$ cat src/rtl/ntsc_sync_sep.sv
// NTSC sync separator: glitch-filters the sync tip, classifies pulses by width,
// and derives hsync/vsync/field, line and horizontal position, plus a line-lock flag.
module ntsc_sync_sep #(
    parameter logic [3:0] SYNC_THRESH = 4'd1,
    parameter int         GLITCH      = 3,
    parameter int         EQ_MIN      = 28,
    parameter int         EQ_MAX      = 46,
    parameter int         HS_MIN      = 60,
    parameter int         HS_MAX      = 90,
    parameter int         BROAD_MIN   = 380,
    parameter int         LINE_LEN    = 1016,
    parameter int         LINE_MIN    = 990,
    parameter int         LINE_MAX    = 1040,
    parameter int         LOCK_LINES  = 8
) (
    input  logic        clk,
    input  logic        NRST,
    input  logic [3:0]  vin,
    output logic        hsync,
    output logic        vsync,
    output logic        field,
    output logic [9:0]  line,
    output logic [10:0] hpos,
    output logic        locked
);
    localparam int          GW       = (GLITCH > 1) ? $clog2(GLITCH) : 1;
    localparam int          GCW      = $clog2(LOCK_LINES + 1);
    localparam logic [10:0] IDLE_MAX = 11'(2 * LINE_LEN - 1);

    logic [3:0]     r_vin;
    logic [GW-1:0]  r_gcnt;
    logic           r_sync_f;
    logic           r_sync_d;
    logic [9:0]     r_pw;
    logic [10:0]    r_hpos_start;
    logic           r_cls_eq;
    logic           r_cls_hs;
    logic           r_cls_br;
    logic [1:0]     r_broad_cnt;
    logic [GCW-1:0] r_good_cnt;
    logic [10:0]    r_per;
    logic [10:0]    r_idle;
    logic           r_seen_other;

    logic           w_is_sync;
    logic           w_flip;
    logic           w_end;
    logic           w_any;
    logic           w_per_ok;
    logic [10:0]    w_pw_p1;
    logic [10:0]    w_period;

    // r_sync_f is 1 while inside a sync pulse; it flips only after GLITCH disagreeing samples.
    assign w_is_sync = (r_vin <= SYNC_THRESH);
    assign w_flip    = (w_is_sync != r_sync_f) && (r_gcnt == GW'(GLITCH - 1));
    assign w_end     = r_sync_d & ~r_sync_f;
    assign w_any     = r_cls_eq | r_cls_hs | r_cls_br;
    assign w_pw_p1   = {1'b0, r_pw} + 11'd1;
    // Start-to-start period: r_per was re-based to the previous pulse start, so subtract this pulse's width.
    assign w_period  = r_per - {1'b0, r_pw};
    assign w_per_ok  = (r_per >= {1'b0, r_pw}) && (w_period >= 11'(LINE_MIN)) && (w_period <= 11'(LINE_MAX));

    // Input register, glitch filter and pulse-width measurement
    always_ff @(posedge clk) begin
        if (!NRST) begin
            r_vin        <= 4'hF;
            r_gcnt       <= '0;
            r_sync_f     <= 1'b0;
            r_sync_d     <= 1'b0;
            r_pw         <= 10'd0;
            r_hpos_start <= 11'd0;
        end else begin
            r_vin    <= vin;
            r_sync_d <= r_sync_f;
            if ((w_is_sync == r_sync_f) || w_flip) begin
                r_gcnt <= '0;
            end else begin
                r_gcnt <= r_gcnt + GW'(1);
            end
            if (w_flip) begin
                r_sync_f <= w_is_sync;
            end else begin
                r_sync_f <= r_sync_f;
            end
            if (w_flip && w_is_sync) begin
                r_pw         <= 10'd0;
                r_hpos_start <= hpos;
            end else if (r_sync_f && (r_pw != 10'd1023)) begin
                r_pw <= r_pw + 10'd1;
            end else begin
                r_pw <= r_pw;
            end
        end
    end

    // Registered classification of the pulse that just ended
    always_ff @(posedge clk) begin
        if (!NRST) begin
            r_cls_eq <= 1'b0;
            r_cls_hs <= 1'b0;
            r_cls_br <= 1'b0;
        end else begin
            r_cls_eq <= w_end && (r_pw >= 10'(EQ_MIN)) && (r_pw <= 10'(EQ_MAX));
            r_cls_hs <= w_end && (r_pw >= 10'(HS_MIN)) && (r_pw <= 10'(HS_MAX));
            r_cls_br <= w_end && (r_pw >= 10'(BROAD_MIN));
        end
    end

    // Timing outputs, vertical detection and lock tracking
    always_ff @(posedge clk) begin
        if (!NRST) begin
            hsync        <= 1'b0;
            vsync        <= 1'b0;
            field        <= 1'b0;
            line         <= 10'd0;
            hpos         <= 11'd0;
            locked       <= 1'b0;
            r_broad_cnt  <= 2'd0;
            r_good_cnt   <= '0;
            r_per        <= 11'd0;
            r_idle       <= 11'd0;
            r_seen_other <= 1'b0;
        end else begin
            hsync <= r_cls_hs;
            vsync <= r_cls_br && (r_broad_cnt == 2'd2);

            if (r_cls_hs) begin
                hpos <= w_pw_p1;
            end else if (hpos == 11'(LINE_LEN - 1)) begin
                hpos <= 11'd0;
            end else begin
                hpos <= hpos + 11'd1;
            end

            if (r_cls_hs) begin
                r_per <= w_pw_p1;
            end else if (r_per != 11'd2047) begin
                r_per <= r_per + 11'd1;
            end else begin
                r_per <= r_per;
            end

            if (r_cls_hs && (line != 10'd1023)) begin
                line <= line + 10'd1;
            end else if (r_cls_br && (r_broad_cnt == 2'd2)) begin
                line <= 10'd0;
            end else begin
                line <= line;
            end

            if (r_cls_br) begin
                r_broad_cnt <= (r_broad_cnt == 2'd3) ? 2'd3 : r_broad_cnt + 2'd1;
            end else if (r_cls_eq || r_cls_hs) begin
                r_broad_cnt <= 2'd0;
            end else begin
                r_broad_cnt <= r_broad_cnt;
            end

            // Field is judged from where the first broad pulse of a run started within the line.
            if (r_cls_br && (r_broad_cnt == 2'd0)) begin
                field <= (r_hpos_start >= 11'(LINE_LEN / 4)) && (r_hpos_start < 11'(3 * LINE_LEN / 4));
            end else begin
                field <= field;
            end

            if (r_cls_hs) begin
                r_seen_other <= 1'b0;
            end else if (r_cls_eq || r_cls_br) begin
                r_seen_other <= 1'b1;
            end else begin
                r_seen_other <= r_seen_other;
            end

            if (w_any) begin
                r_idle <= 11'd0;
            end else if (r_idle != IDLE_MAX) begin
                r_idle <= r_idle + 11'd1;
            end else begin
                r_idle <= r_idle;
            end

            // Bad periods right after equalizing/broad pulses are expected, so they do not break lock.
            if (r_cls_hs) begin
                if (w_per_ok) begin
                    if (r_good_cnt != GCW'(LOCK_LINES)) begin
                        r_good_cnt <= r_good_cnt + GCW'(1);
                    end else begin
                        r_good_cnt <= r_good_cnt;
                    end
                    if (r_good_cnt >= GCW'(LOCK_LINES - 1)) begin
                        locked <= 1'b1;
                    end else begin
                        locked <= locked;
                    end
                end else if (!r_seen_other) begin
                    r_good_cnt <= '0;
                    locked     <= 1'b0;
                end else begin
                    r_good_cnt <= r_good_cnt;
                    locked     <= locked;
                end
            end else if (!w_any && (r_idle == IDLE_MAX)) begin
                r_good_cnt <= '0;
                locked     <= 1'b0;
            end else begin
                r_good_cnt <= r_good_cnt;
                locked     <= locked;
            end
        end
    end
endmodule

$ cat config.mk
export PLATFORM = sky130hd
export DESIGN_NAME = ntsc_sync_sep
export DESIGN_NICKNAME = d
export VERILOG_FILES = /design/src/rtl/ntsc_sync_sep.sv
export SDC_FILE = /design/constraint.sdc
export NUM_CORES = 1
export LEC_CHECK = 0
export CAP_MARGIN = 20
export CORE_MARGIN = 10
export CORE_UTILIZATION = 40
export DETAILED_ROUTE_END_ITERATION = 7
export PLACE_DENSITY = 0.56
export SETUP_SLACK_MARGIN = 0.02
export SLEW_MARGIN = 20
export SYNTH_ARGS = -nofsm -noshare
export SYNTH_HDL_FRONTEND = slang
export SYNTH_SLANG_ARGS = --single-unit
export TNS_END_PERCENT = 10
$ cat constraint.sdc
create_clock -name clk -period 3.4 [get_ports clk]
set_input_delay 0.68 -clock clk [delete_from_list [all_inputs] [get_ports clk]]
set_output_delay 0.68 -clock clk [all_outputs]
set_load 0.05 [all_outputs]
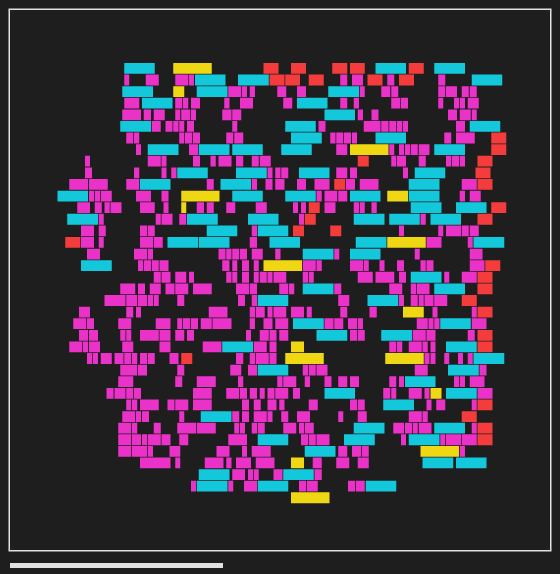
Fig. 1. Cell classes on the final placement.
The bar under the picture is 50 um long.
- magenta: all other logic (cells 460)
- cyan: flip-flops (cells 84)
- yellow: clock drivers and dummy loads (cells 16)
- red: other buffers and delay cells (cells 36)
row count: 38
flop share of the area: 32.00%

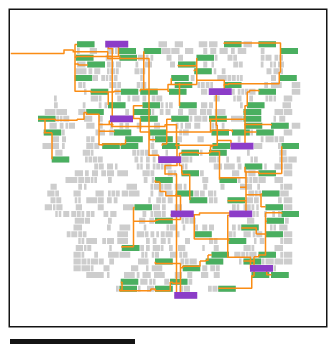
Fig. 2. Clock network drawn from the DEF.
The bar under the picture is 50 um long.
- green: flip-flops (count 84)
- purple: cells driving clock nets (count 9)
- orange: clock wires (length 1,190 um)
- routed clock nets: 10
clock power share: 45.6%
Skew-Pair Late Insertion Delay: 0.35 ns
clock skew: 0.009667 ns

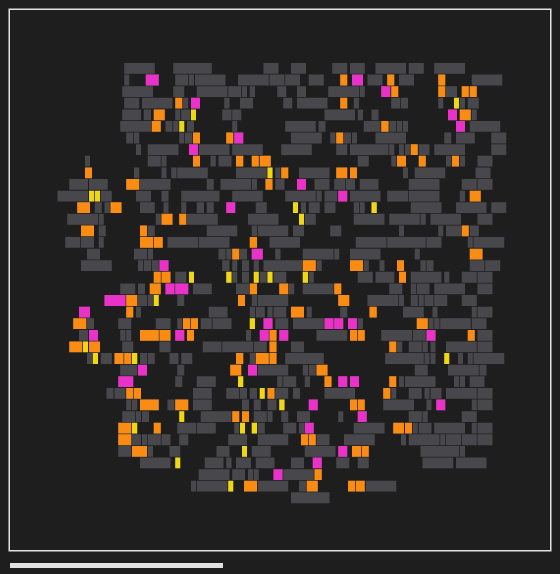
Fig. 3. Logic cells by family.
The bar under the picture is 50 um long.
- orange: inverting AOI/OAI gates (cells 108; most used a21oi_1)
- magenta: AND and OR gates (cells 38; most used and3_1)
- yellow: inverters (cells 30; most used inv_1)

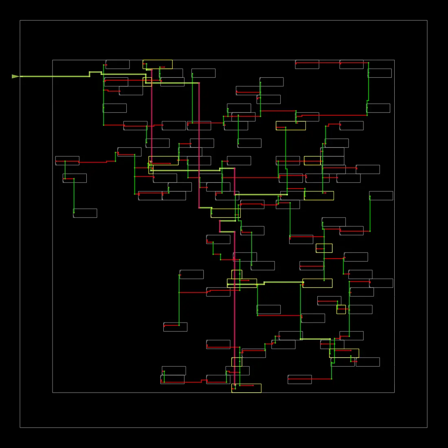
Fig. 4. Clock wiring as the flow saved it.
CTS Buf Count: 9
Clk. pwr: 0.954 mW
clk sinks: 84
flip-flops: 84
clock buffer count: 12

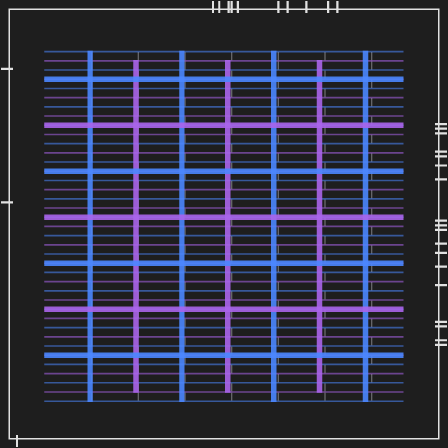
Fig. 5. Floorplan with the power grid.
Pins as bars on the die edge. Tap cells in gray.
- blue: VSS
- purple: VDD
- met1 rails: 39
- met4 straps: 7
- tap cells: 140
- met5 straps: 7

==> metrics.csv <==
metric;value;unit
first drt pass iteration count;4;
leading area contributor after synthesis;dfxtp_1;
maximum vdd drop;0.2491;mV
crit path DRT;3.69;ns
status;completed;
Post-DP Area;0.004965;mm^2
met3 global-route usage;3.873;%
mux share of post-synthesis cell area;3.085;%
ao+oa area frac;17.69;%
largest net degree at the start of global routing;40;
CTS clk-pin slew, worst paths;0.06;ns
Ports;31;
Worst Tran Pin Value;0.7425;ns
vias;4004;
Setup violations, final;0;
WHS Path Cells;1;
maxcap violations;0;
Top Registers;hpos: 11 flops, r_idle: 11 flops, r_per: 11 flops;
most instantiated logic cells after routing;84 x dfxtp_1, 71 x nor2_1, 53 x nand2_1;
Top Family by Delay on Critical Path;AND-OR/OR-AND gates;
yosys cell count;565;
CP most frequent cell;inv_1;
Post-synth ARST share;0;%
WP buf/inv;2;
number of enable flip-flop cells;0;
TritonCTS clock tree;done;
reg-to-reg endpoint;r_good_cnt[2];
Die H;126.6;um
GRT Max-Usage Layer;met2;
Sw Share;24.09;%
GR Overflow Total;0;
die width;126.6;um
ys flop type;dfxtp_1;
fin. max-slew vios;0;
slowest cell delay on critical path;0.55;ns
uppermost layer routed;met4;
design area;0.005255;mm^2
setup TNS;0;ns
Max-area cell share;37.02;%
Via density;5.440;
Yosys Chip Area;0.004542;mm^2
Synth Instances;565;
Synth Cell Area;0.004542;mm^2
Cell Count, Final, Fillers Out;736;
logic gate share of total power;6.2;%
fraction of layout cells with a size suffix above 1;5.201;%
drt wl/cell;14.85;um
crit-path cells;inv_1, ha_1, inv_1, fa_1, nand2b_1, a2111oi_1, o32ai_1, or4b_4, o22a_1, o32a_1, o21ai_2;
crit path to;r_good_cnt[2];
## cell usage after synthesis (all sizes together), types with 6 or more instances
library cell and count:
a211oi 6, a21oi 39, and3 19, clkbuf 16, dfxtp 84, ha 19
inv 30, mux2i 14, nand2 53, nand2b 8, nand3 30, nand3b 7
nor2 71, nor3 19, o211ai 7, o21ai 28, or3 8, xnor2 21
xor2 11
## layout make-up
| class | instances | area share, % |
|---|---|---|
| tap | 140 | 3.333 |
| timing repair buffer | 36 | 6.524 |
| clock inverter | 4 | 0.6190 |
| multi-input combinational | 430 | 50.50 |
| sequential | 84 | 32.00 |
| inverter | 30 | 2.143 |
| clock buffer | 12 | 4.881 |
## what timing repair did
action                                  in CTS  in global routing
buffers inserted                             0                  0
gates resized                                0                  1
endpoints found under the setup margin       0                  2
Power is estimated from default activity; no workload was simulated.
